## src/rtl/i2c_pkg.sv

```systemverilog
// Shared I2C types: FSM state encoding, the STOP generator register struct and
// the quarter-bit count helper. I2C_STOP_STRETCH_TIMEOUT_EN adds the timeout status bit.
package i2c_pkg;

    localparam int unsigned CNT_W = 16;

    typedef enum logic [2:0] {
        IDLE    = 3'd0,
        PULL    = 3'd1,
        SCL_REL = 3'd2,
        SDA_REL = 3'd3,
        DONE    = 3'd4
    } state_t;

    typedef struct packed {
        state_t           state;
        logic [CNT_W-1:0] cnt;
        logic             scl_hi;
        logic             sda_drive;
        logic             scl_drive;
        logic             done;
`ifdef I2C_STOP_STRETCH_TIMEOUT_EN
        logic             timeout;
`endif
    } stop_reg_t;

    function automatic int unsigned quarter_cnt(input int unsigned clk_freq,
                                                input int unsigned i2c_freq);
        int unsigned q;
        q = clk_freq / (4 * i2c_freq);
        return (q == 0) ? 1 : q;
    endfunction

endpackage

```

## src/rtl/i2c_sync2.sv

```systemverilog
// Two-flop synchroniser for an asynchronous bus line; shared by the START and STOP generators.
module i2c_sync2 #(
    parameter logic RST_VAL = 1'b1
) (
    input  logic i_clk,
    input  logic i_rst,
    input  logic i_d,
    output logic o_q
);

    logic r_meta;
    logic r_sync;

    always_ff @(posedge i_clk or negedge i_rst) begin
        if (!i_rst) begin
            r_meta <= RST_VAL;
            r_sync <= RST_VAL;
        end else begin
            r_meta <= i_d;
            r_sync <= r_meta;
        end
    end

    assign o_q = r_sync;

endmodule

```

## src/rtl/i2c_stop_generator.sv

```systemverilog
// I2C STOP condition generator (SDA rises while SCL is high), honouring clock stretching.
// Define I2C_STOP_STRETCH_TIMEOUT_EN to abort a stretch that exceeds 64 quarter-bits.
module i2c_stop_generator
    import i2c_pkg::*;
#(
    parameter int unsigned CLK_FREQ = 25_000_000,
    parameter int unsigned I2C_FREQ = 1_000_000
) (
    input  logic i_clk,
    input  logic i_rst,
    input  logic i_req,
    output logic o_ready,
    output logic o_done,
    input  logic i_sda,
    input  logic i_scl,
    output logic o_sda_drive,
    output logic o_scl_drive
);

    localparam int unsigned      Q         = quarter_cnt(CLK_FREQ, I2C_FREQ);
    localparam logic [CNT_W-1:0] PULL_LAST = CNT_W'(Q - 1);
    localparam logic [CNT_W-1:0] HOLD_LAST = CNT_W'(2 * Q - 1);
`ifdef I2C_STOP_STRETCH_TIMEOUT_EN
    localparam logic [CNT_W-1:0] TOUT_LAST = CNT_W'(64 * Q - 1);
`endif

    logic      w_scl_sync;
    logic      w_sda_sync;
    logic      w_sda_sync_unused;
    logic      w_accept;
    stop_reg_t s_r;
    stop_reg_t s_n;

    // Both lines idle high, so the synchronisers reset to 1.
    i2c_sync2 #(.RST_VAL(1'b1)) u_sync_scl (
        .i_clk (i_clk),
        .i_rst (i_rst),
        .i_d   (i_scl),
        .o_q   (w_scl_sync)
    );

    i2c_sync2 #(.RST_VAL(1'b1)) u_sync_sda (
        .i_clk (i_clk),
        .i_rst (i_rst),
        .i_d   (i_sda),
        .o_q   (w_sda_sync)
    );

    // The SDA level is kept synchronised for bus monitoring; no STOP decision depends on it.
    assign w_sda_sync_unused = w_sda_sync;

    assign o_ready  = (s_r.state == IDLE) && !w_scl_sync;
    assign w_accept = i_req && o_ready;

    always_comb begin
        s_n     = s_r;
        s_n.cnt = s_r.cnt + CNT_W'(1);
        case (s_r.state)
            IDLE: begin
                s_n.cnt    = '0;
                s_n.scl_hi = 1'b0;
                if (w_accept) begin
                    s_n.state   = PULL;
`ifdef I2C_STOP_STRETCH_TIMEOUT_EN
                    s_n.timeout = 1'b0;
`endif
                end
            end
            PULL: begin
                if (s_r.cnt == PULL_LAST) begin
                    s_n.state = SCL_REL;
                    s_n.cnt   = '0;
                end
            end
            SCL_REL: begin
                if (!s_r.scl_hi) begin
                    // The cycle SCL is first seen high counts as the first setup cycle.
                    if (w_scl_sync) begin
                        s_n.scl_hi = 1'b1;
                        s_n.cnt    = CNT_W'(1);
`ifdef I2C_STOP_STRETCH_TIMEOUT_EN
                    end else if (s_r.cnt == TOUT_LAST) begin
                        s_n.state   = DONE;
                        s_n.cnt     = '0;
                        s_n.timeout = 1'b1;
                    end
`else
                    end else begin
                        s_n.cnt = '0;
                    end
`endif
                end else if (s_r.cnt == HOLD_LAST) begin
                    s_n.state = SDA_REL;
                    s_n.cnt   = '0;
                end
            end
            SDA_REL: begin
                if (s_r.cnt == HOLD_LAST) begin
                    s_n.state = DONE;
                    s_n.cnt   = '0;
                end
            end
            DONE: begin
                s_n.state = IDLE;
                s_n.cnt   = '0;
            end
            default: begin
                s_n.state = IDLE;
                s_n.cnt   = '0;
            end
        endcase

        // Drives and done are decoded from the next state so they leave the flops glitch-free.
        s_n.scl_drive = (s_n.state != PULL);
        s_n.sda_drive = (s_n.state != PULL) && (s_n.state != SCL_REL);
        s_n.done      = (s_n.state == DONE);
    end

    always_ff @(posedge i_clk or negedge i_rst) begin
        if (!i_rst) begin
            s_r.state     <= IDLE;
            s_r.cnt       <= '0;
            s_r.scl_hi    <= 1'b0;
            s_r.sda_drive <= 1'b1;
            s_r.scl_drive <= 1'b1;
            s_r.done      <= 1'b0;
`ifdef I2C_STOP_STRETCH_TIMEOUT_EN
            s_r.timeout   <= 1'b0;
`endif
        end else begin
            s_r <= s_n;
        end
    end

    assign o_sda_drive = s_r.sda_drive;
    assign o_scl_drive = s_r.scl_drive;
    assign o_done      = s_r.done;

endmodule

```

## config.mk

```make
export PLATFORM = sky130hd
export DESIGN_NAME = i2c_stop_generator
export DESIGN_NICKNAME = d
export VERILOG_FILES = /design/src/rtl/i2c_pkg.sv /design/src/rtl/i2c_sync2.sv /design/src/rtl/i2c_stop_generator.sv
export SDC_FILE = /design/constraint.sdc
export NUM_CORES = 1
export LEC_CHECK = 0
export CORE_AREA = 2 2 52 64
export DETAILED_ROUTE_END_ITERATION = 10
export DIE_AREA = 0 0 54 66
export HOLD_SLACK_MARGIN = 0.08
export SETUP_SLACK_MARGIN = 0.02
export SLEW_MARGIN = 20
export SYNTH_ARGS = -nofsm -noshare
export SYNTH_HDL_FRONTEND = slang
export SYNTH_SLANG_ARGS = --single-unit
```

## constraint.sdc

```tcl
create_clock -name i_clk -period 3.2 [get_ports i_clk]
set_input_delay 0.64 -clock i_clk [delete_from_list [all_inputs] [get_ports i_clk]]
set_output_delay 0.64 -clock i_clk [all_outputs]
set_load 0.005 [all_outputs]
```

**Close-up of the layout**

Region (12, 18) to (42, 48) um. Cells in gray, sequential cells in the stronger gray; small squares are vias.
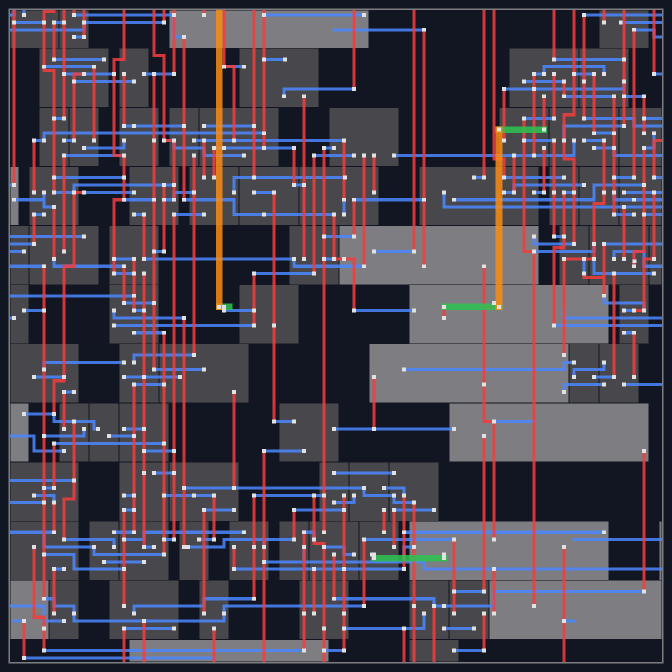
color	layer
green	M3
red	M2
orange	M4
blue	M1
cells with their middle in the window	71
most frequent	nor2_1 (9)
sequential cells in the window	7
netlist names of flops here include	s_r (6), o_scl_drive (1)

**Sizing map**

Bar = 20 um.
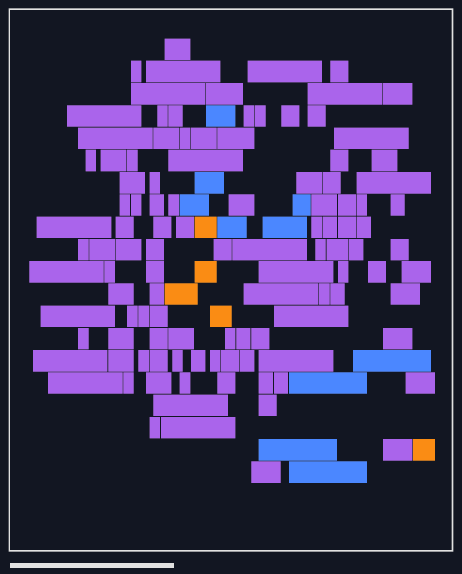
color	size	cells	share
blue	x2	10	8.0%
purple	x1 and smaller	110	88%
orange	x3 and x4	5	4.0%

==> impl_metrics.ini <==
; generated from flow reports
[power_and_ir_drop]
ir_drop_v = 0.000308
clk-power_uw = 133
switchingPower_uw = 286
power_uw = 817
seq-power_uw = 440
clockPowerShare_pct = 16.2

[clocking]
tritoncts = built
cts_sinks = 25
ctsRootBufferMaster = clkbuf_4
cts_htree_levels = 1
clk_latency_ns = 0.30
cts.path.max_buffers = 2
clk_transition_reported_paths_ns = 0.13

[yosys]
ys.warnings.count = 0
synth_cell_types = 30
avgSynthCellArea_um2 = 10.4
ys_sh_mux_pct = 0
synthCells = 114
ys_cells = 114
ys_sh_simple_pct = 27.1
synthFlopType = dfrtp_1
topCombFamilyByArea = simple AND/OR/NAND/NOR gates
aoi_share_pct = 6.97
xor_area_share_pct = 8.87

[route]
finalWirelength_mm = 2.10
wirelength_met1_um = 966
remaining_drc_errors = 0
vias = 877
route.met3.wl_um = 60
avgViaCountPerCell = 5.45
dr_wl_met2_mm = 1.05
antenna_left = 0
wl_per_cell_um = 13.0

[final_timing]
setup_ws_ns = 0.955
relSlewSlack_pct = 54.0
max_clock_freq_mhz = 445
setup_viol = 0
rsz0062_at_grt = false
setup_tns_ns = 0
hold_slack_ns = 0.366
period_used_pct = 70.2

[critical_path]
crit_fanout = 8
required_ns = 2.56
r2r-end = s_r[4]
setup.worst_path.end = o_ready
critPathLaunchType = flip-flop
r2r_cells = 4

[place]
gp_congestion = 0.753
dpl_worst_slack_ns = 1.14
dp.cells = 157

[flow_run]
cap_violations = 0
log.warning_count = 28

[layout]
layout_top_cells = 21 x dfrtp_1, 17 x nor2_1, 7 x xnor2_1, 7 x clkdlybuf4s50_1
design.final.nets = 133
post-route-util_pct = 44.7
fin_cells = 161
fin_area_um2 = 1330
area_delta_synth_final_pct = 12.1
lay_top_count = dfrtp_1

[global_route]
antenna_found_initial = 0
grt_first_pass_wirelength_mm = 3.71
met1_usage_pct = 18.0
grt_pass1_vias = 865
grt_max_degree = 26
grt-busiest-layer = met2

[floorplanning]
die_h_um = 66
core-area_um2 = 2970

[outcome]
outcome = complete, no violations
**Nets reached from selected ports**

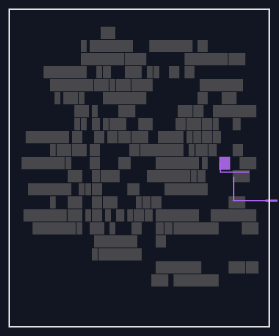
color	port	direction	edge	end cells	wire
purple	i_req	input	east	1	20.1 um
port bufs: 7
I/O pin cnt: 9

**Wiring by layer**

Bar = 20 um.
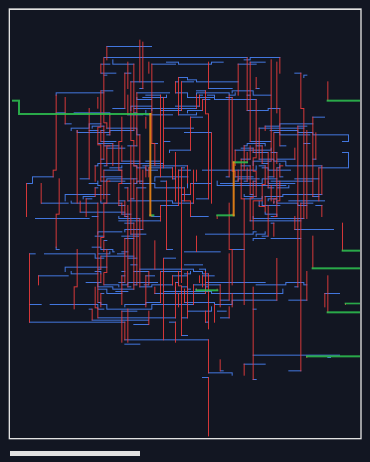
color	layer	wire length
blue	M1	966 um
orange	M4	23.8 um
red	M2	1,050 um
green	M3	60.7 um

## final cells by class
type	instances	area [um2]
Clock buffer	4	26.3
Fill cell	290	1640
Inverter	4	15.0
Multi-Input combinational cell	84	534
Sequential cell	25	631
Tap cell	36	45.0
Timing Repair Buffer	8	77.6
## cells in the mapped netlist, types with 2 or more instances
cell type / n
nand4_1: 5
dfstp_2: 4
inv_1: 4
xnor2_1: 7
nor2b_1: 3
nor2_1: 17
xor2_1: 5
o311ai_0: 2
a21oi_1: 4
nor3_1: 4
or3_1: 4
dfrtp_1: 21
o22ai_1: 2
and3b_2: 2
nand2_1: 6
nand3_1: 3
nor4_1: 6
ha_1: 2
o21ai_0: 2
## worst max-delay path, stage by stage (launching register included)
cell and delay (ns):
dfrtp_1 0.48, nor4_1 0.29, clkdlybuf4s50_1 0.54
